**M3 wires**

Drawn at 3 px/um.
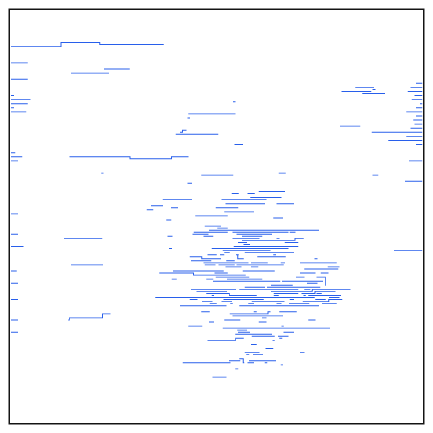
**Cells coloured by class**

Drawn at 3 px/um. Fill, decap, tap and diode cells in grey.
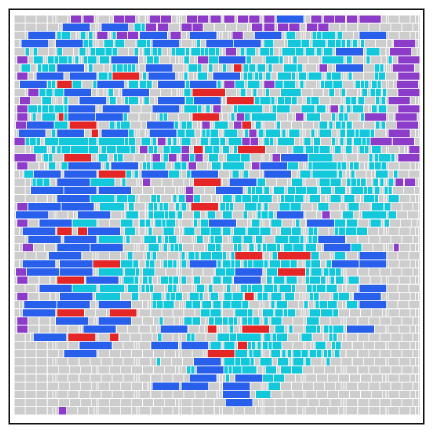
**Cells by drive strength**

Drawn at 3 px/um.
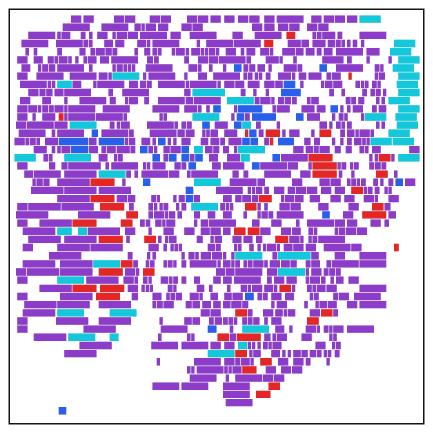
==> config.mk <==
export PLATFORM = sky130hd
export DESIGN_NAME = cabac_bit_reader
export DESIGN_NICKNAME = d
export VERILOG_FILES = /design/src/rtl/cabac_bit_reader.sv
export SDC_FILE = /design/constraint.sdc
export NUM_CORES = 1
export LEC_CHECK = 0
export ABC_CLOCK_PERIOD_IN_PS = 6000
export CAP_MARGIN = 20
export CORE_UTILIZATION = 45
export DETAILED_ROUTE_END_ITERATION = 6
export PLACE_DENSITY = 0.67
export SLEW_MARGIN = 20
export SYNTH_ARGS = -nofsm -noshare
export SYNTH_HDL_FRONTEND = slang
export SYNTH_SLANG_ARGS = --single-unit
==> constraint.sdc <==
create_clock -name clk -period 6 [get_ports clk]
set_input_delay 0.9 -clock clk [delete_from_list [all_inputs] [get_ports clk]]
set_output_delay 0.9 -clock clk [all_outputs]
set_load 0.05 [all_outputs]
==> src/rtl/cabac_bit_reader.sv <==
`timescale 1ns/1ps
// cabac_bit_reader
//   Byte-to-bit feeder for the CABAC arithmetic decoder. Payload bytes are queued in a
//   small FIFO, moved one per cycle into a 32-bit MSB-aligned bit buffer, and served as
//   MSB-first fields of 1..MAX_BITS bits per request. After the final byte of the slice
//   has entered the bit buffer, reads beyond the end are zero-padded and flagged.
//
// Ports
//   clk        rising-edge clock
//   reset      asynchronous active-low reset, clears all state
//   flush      synchronous clear of FIFO, bit buffer, eos and counters; wins over all
//   in_data    payload byte, bit 7 first in stream order
//   in_valid   in_data valid
//   in_last    in_data is the final byte of the slice
//   in_ready   FIFO can accept a byte this cycle
//   rd_req     consumer requests rd_num bits
//   rd_num     field width 1..MAX_BITS (0 = no-op)
//   rd_grant   request served this cycle (combinational)
//   rd_bits    granted field, right-aligned, zero when not granted
//   bit_avail  valid bits held in the bit buffer (0..32)
//   underrun   sticky: a grant consumed zero-pad bits
//   bits_used  total bits granted since reset/flush, wraps mod 2^32
module cabac_bit_reader #(
  parameter int unsigned FIFO_DEPTH = 4,
  parameter int unsigned MAX_BITS   = 16
) (
  input  logic                clk,
  input  logic                reset,
  input  logic                flush,
  input  logic [7:0]          in_data,
  input  logic                in_valid,
  input  logic                in_last,
  output logic                in_ready,
  input  logic                rd_req,
  input  logic [4:0]          rd_num,
  output logic                rd_grant,
  output logic [MAX_BITS-1:0] rd_bits,
  output logic [5:0]          bit_avail,
  output logic                underrun,
  output logic [31:0]         bits_used
);

  localparam int unsigned AW = $clog2(FIFO_DEPTH);
  localparam logic [5:0]  MaxBitsW = 6'(MAX_BITS);

  // FIFO entries carry {last, byte}
  logic [8:0]  mem [FIFO_DEPTH];
  logic [AW:0] wr_ptr_q, rd_ptr_q;

  logic [31:0] buf_q, buf_d;
  logic [5:0]  count_q, count_d;
  logic        eos_q;
  logic        last_seen_q;
  logic        underrun_q;
  logic [31:0] bits_used_q;

  logic          fifo_empty, fifo_full;
  logic          push, wr_en, pop;
  logic [8:0]    head;
  logic [5:0]    rd_num_w, consumed, remain;
  logic [MAX_BITS-1:0] top_bits;

  always_comb begin
    rd_num_w   = {1'b0, rd_num};
    fifo_empty = (wr_ptr_q == rd_ptr_q);
    fifo_full  = (wr_ptr_q[AW] != rd_ptr_q[AW]) &&
                 (wr_ptr_q[AW-1:0] == rd_ptr_q[AW-1:0]);
    head       = mem[rd_ptr_q[AW-1:0]];

    // Grant looks only at the current buffer; a byte refilled this cycle is not bypassed.
    rd_grant = rd_req && !flush && (rd_num != 5'd0) &&
               ((rd_num_w <= count_q) || (eos_q && fifo_empty));

    consumed = 6'd0;
    if (rd_grant) consumed = (rd_num_w > count_q) ? count_q : rd_num_w;
    remain = count_q - consumed;

    pop = !fifo_empty && (remain <= 6'd24);

    // A full FIFO still takes a byte when the head leaves in the same cycle.
    in_ready = reset && !flush && (!fifo_full || pop);
    push     = in_valid && in_ready;
    // Bytes after the final slice byte are accepted but dropped.
    wr_en    = push && !last_seen_q;

    // Bits below count are kept zero, so the padded case needs no masking.
    buf_d   = buf_q << consumed;
    count_d = remain;
    if (pop) begin
      buf_d   = buf_d | ({head[7:0], 24'h0} >> remain);
      count_d = remain + 6'd8;
    end

    top_bits = buf_q[31 -: MAX_BITS];
    rd_bits  = '0;
    if (rd_grant) rd_bits = top_bits >> (MaxBitsW - rd_num_w);
  end

  always_ff @(posedge clk) begin
    if (wr_en) mem[wr_ptr_q[AW-1:0]] <= {in_last, in_data};
  end

  always_ff @(posedge clk or negedge reset) begin
    if (!reset) begin
      wr_ptr_q    <= '0;
      rd_ptr_q    <= '0;
      buf_q       <= '0;
      count_q     <= '0;
      eos_q       <= 1'b0;
      last_seen_q <= 1'b0;
      underrun_q  <= 1'b0;
      bits_used_q <= '0;
    end else if (flush) begin
      wr_ptr_q    <= '0;
      rd_ptr_q    <= '0;
      buf_q       <= '0;
      count_q     <= '0;
      eos_q       <= 1'b0;
      last_seen_q <= 1'b0;
      underrun_q  <= 1'b0;
      bits_used_q <= '0;
    end else begin
      if (wr_en) wr_ptr_q <= wr_ptr_q + 1'b1;
      if (push && in_last) last_seen_q <= 1'b1;
      if (pop) begin
        rd_ptr_q <= rd_ptr_q + 1'b1;
        if (head[8]) eos_q <= 1'b1;
      end
      buf_q   <= buf_d;
      count_q <= count_d;
      if (rd_grant) begin
        bits_used_q <= bits_used_q + 32'(rd_num);
        if (rd_num_w > count_q) underrun_q <= 1'b1;
      end
    end
  end

  assign bit_avail = count_q;
  assign underrun  = underrun_q;
  assign bits_used = bits_used_q;

endmodule

==> flow_summary.toml <==
# synthesis and place-and-route metrics
[status]
status = "finished, violations left"
violations = "design-rule violations"

[die]
io_pins = 76
dieWidth_um = 137.7
die_h_um = 137.7
chipArea_mm2 = 0.01895
num_rows = 49
fp.coreArea_mm2 = 0.01802

[sta]
fin_ws_ns = 0.3264
worst_pin_slew_ns = 1.002
rsz0062_at_grt = "false"
max_slew_margin_pct = 32.29
drv_slew = 0
hold_violations = 0
min_period_over_period_pct = 94.56
fin_skew_ns = 0.01499
setup_viol = 0
whs_ns = 0.3098

[final_layout]
mostFrequentLayoutCell = "nor2_1"
nNetsFinal = 1008
diodes = 0
syn_to_final_growth_pct = 21.95
final_util_pct = 56.03
drive_above_1_share_pct = 13.41
mostFrequentLayoutCells = "nor2_1 (111), nand2_1 (108), mux2i_1 (79), dfrtp_1 (79), clkdlybuf4s50_1 (55)"

[global_route]
grt_pass1_vias = 6687
grt_overflow = 0
grt_pass1_wl_um = 35800
grt_usage_pct = 24.62
grt_max_degree = 74

[detailed_routing]
wl_per_cell_um = 18.64
top_layer_used = "met4"
met1Wirelength_um = 10050
wl_met3_um = 1461
drc_errors = 1
vias_per_cell = 5.954
drt_iter0_markers = 729
dr.pass1.iters = 7
wl_met2_um = 10210
ant_nets = 0

[placed_design]
place_congestion = 0.9532
post-place-ws_ns = 0.2301
dpl-instance-area_mm2 = 0.009482
portBuffers = 75

[clock_network]
numCtsBuffers = 17
htree_levels = 4
clk_latency_ns = 0.43
cts_root_buf = "clkbuf_16"
postCtsSetupBuffers = 0
hold_buffers = 0
cts_resized = 0
cts_sinks = 115
cts_buffer_depth = 2
cts_tree = "built"

[pwr]
power_mw = 3.664
max-vdd-ir-drop_uv = 239.7
p_leak_nw = 4.184

[synth]
syn_area_mm2 = 0.008282
ys_types = 71
syn_avg_cell_area_um2 = 9.284
top_area_cell = "dfrtp_1"
ff_type = "dfrtp_1"
topCellsByArea = "dfrtp_1 (24%), edfxtp_1 (13%), mux2i_1 (9.8%)"
async_flop_share_pct = 68.70
numSynthFlops = 115
yosysSeqAreaShare_pct = 36.92
ys_cells = 892
synth-area-yosys_mm2 = 0.008282

[worst_setup_path]
startpoint_type = "input port"
cpMaxStageDelayCell = "clkdlybuf4s50_1"
cp_cell_sequence = "clkdlybuf4s50_1 > inv_1 > ha_1 > nor3b_1 > ha_1 > nor3b_1 > buf_4 > nand3_1 > mux2i_2 > inv_2 > ha_1 > nor2b_1 > o31a_1 > nor4b_1 > a211oi_1 > a311o_1 > a21oi_4 > buf_12"
cp_max_fo = 12
cp_data_arrival_time_ns = 4.77
required_ns = 5.10
crit_type = "input port to primary output"
About 'M3 wires':
longest straight run: 52.9 um
nets with wire on the layer: 133
share of all routed wire: 6.5%
met3 usage: 4.231%
total wire length: 22,490 um
DR vias: 7,181

About 'cells coloured by class':
legend:
  blue:
    class: sequential cells
    cells: 115
  cyan:
    class: combinational and other logic
    cells: 730
  purple:
    class: remaining buffers and delay cells
    cells: 100
  red:
    class: clock drivers and dummy loads
    cells: 32

About 'cells by drive strength':
legend:
  red:
    size: _2 cells
    cells: 47
    share: 4.8%
    most_used: mux2_2
  purple:
    size: _0 and _1 cells
    cells: 846
    share: 87%
    most_used: nor2_1
  blue:
    size: _3 and _4 cells
    cells: 38
    share: 3.9%
    most_used: buf_4
  cyan:
    size: _6 and larger
    cells: 46
    share: 4.7%

## cells in the mapped netlist, types with 5 or more instances
cell type and count:
nor2_1 111, a22o_1 5, and2_1 14, xor2_1 26
a32oi_1 6, ha_1 23, a221o_1 5, inv_1 26
nand2_1 108, edfxtp_1 36, or3_1 5, o2bb2ai_1 5
a21oi_1 47, o22ai_1 9, mux2_2 21, nand2b_1 5
buf_2 11, mux2i_1 81, a21o_1 8, mux4_2 14
nor3_1 9, a211oi_1 8, nand3_1 42, xnor2_1 13
a22oi_1 19, nor2b_1 8, clkbuf_1 25, buf_1 7
dfrtp_1 79, nand4_1 5, and3_1 11, o21ai_0 31
## path summary, 6_finish.rpt
path	slack [ns]	cells past startpoint	to	start
worst max register to register	1.29	17	wr_ptr_q[2]	bit_avail[4]
min in group clk	0.54	2	underrun	underrun
worst min-delay path	0.31	1	buf_q[6]	reset
worst min register to register	0.54	2	underrun	underrun
max in group asynchronous	4.53	2	buf_q[17]	reset
worst max-delay path	0.33	18	in_ready	rd_num[1]
## per-layer routing
layer  GRT usage [%]  vias up
met5               0        -
met1           34.09     3396
met2           36.77      321
li1                -     3391
met4           12.70        0
met3           4.231       73
## cell families (layout without fill, tap and decap cells)
group,after synthesis,after routing,share of synthesized area [%]
adders and majority gates,25,25,3.958
AOI/OAI and AO/OA,184,184,15.43
muxes,120,120,17.24
xor gates and xnor gates,39,39,4.125
buffers and inverters,77,162,4.140
DFF,115,115,36.92
and+or+nand+nor,332,332,18.19
## registers in the layout, summed over array words and instances, names as in the netlist, 3 cells and up
signal and cells:
wr_ptr_q 3, bits_used 32, mem 36, bit_avail 6, rd_ptr_q 3, buf_q 32
## critical path, delay by kind of cell
family | cells | cell delay [ns]
mux | 1 | 0.21
compound gates | 4 | 1.04
buf+inv | 5 | 1.15
fa+ha+maj | 3 | 0.64
simple gates | 5 | 0.83
## layout make-up
type / instances / area, um2
clock inverter: 12 / 140.1
sequential: 115 / 3058
timing repair buffer: 100 / 1111
tap: 229 / 286.5
multi-input combinational: 700 / 4908
inverter: 30 / 117.6
fill: 1562 / 7925
clock buffer: 20 / 478.0
## report_power, final
| part | switching (mW) | internal [mW] |
|---|---|---|
| clock network | 0.400 | 0.665 |
| logic | 0.981 | 0.632 |
| registers | 0.104 | 0.882 |
| total | 1.48 | 2.18 |
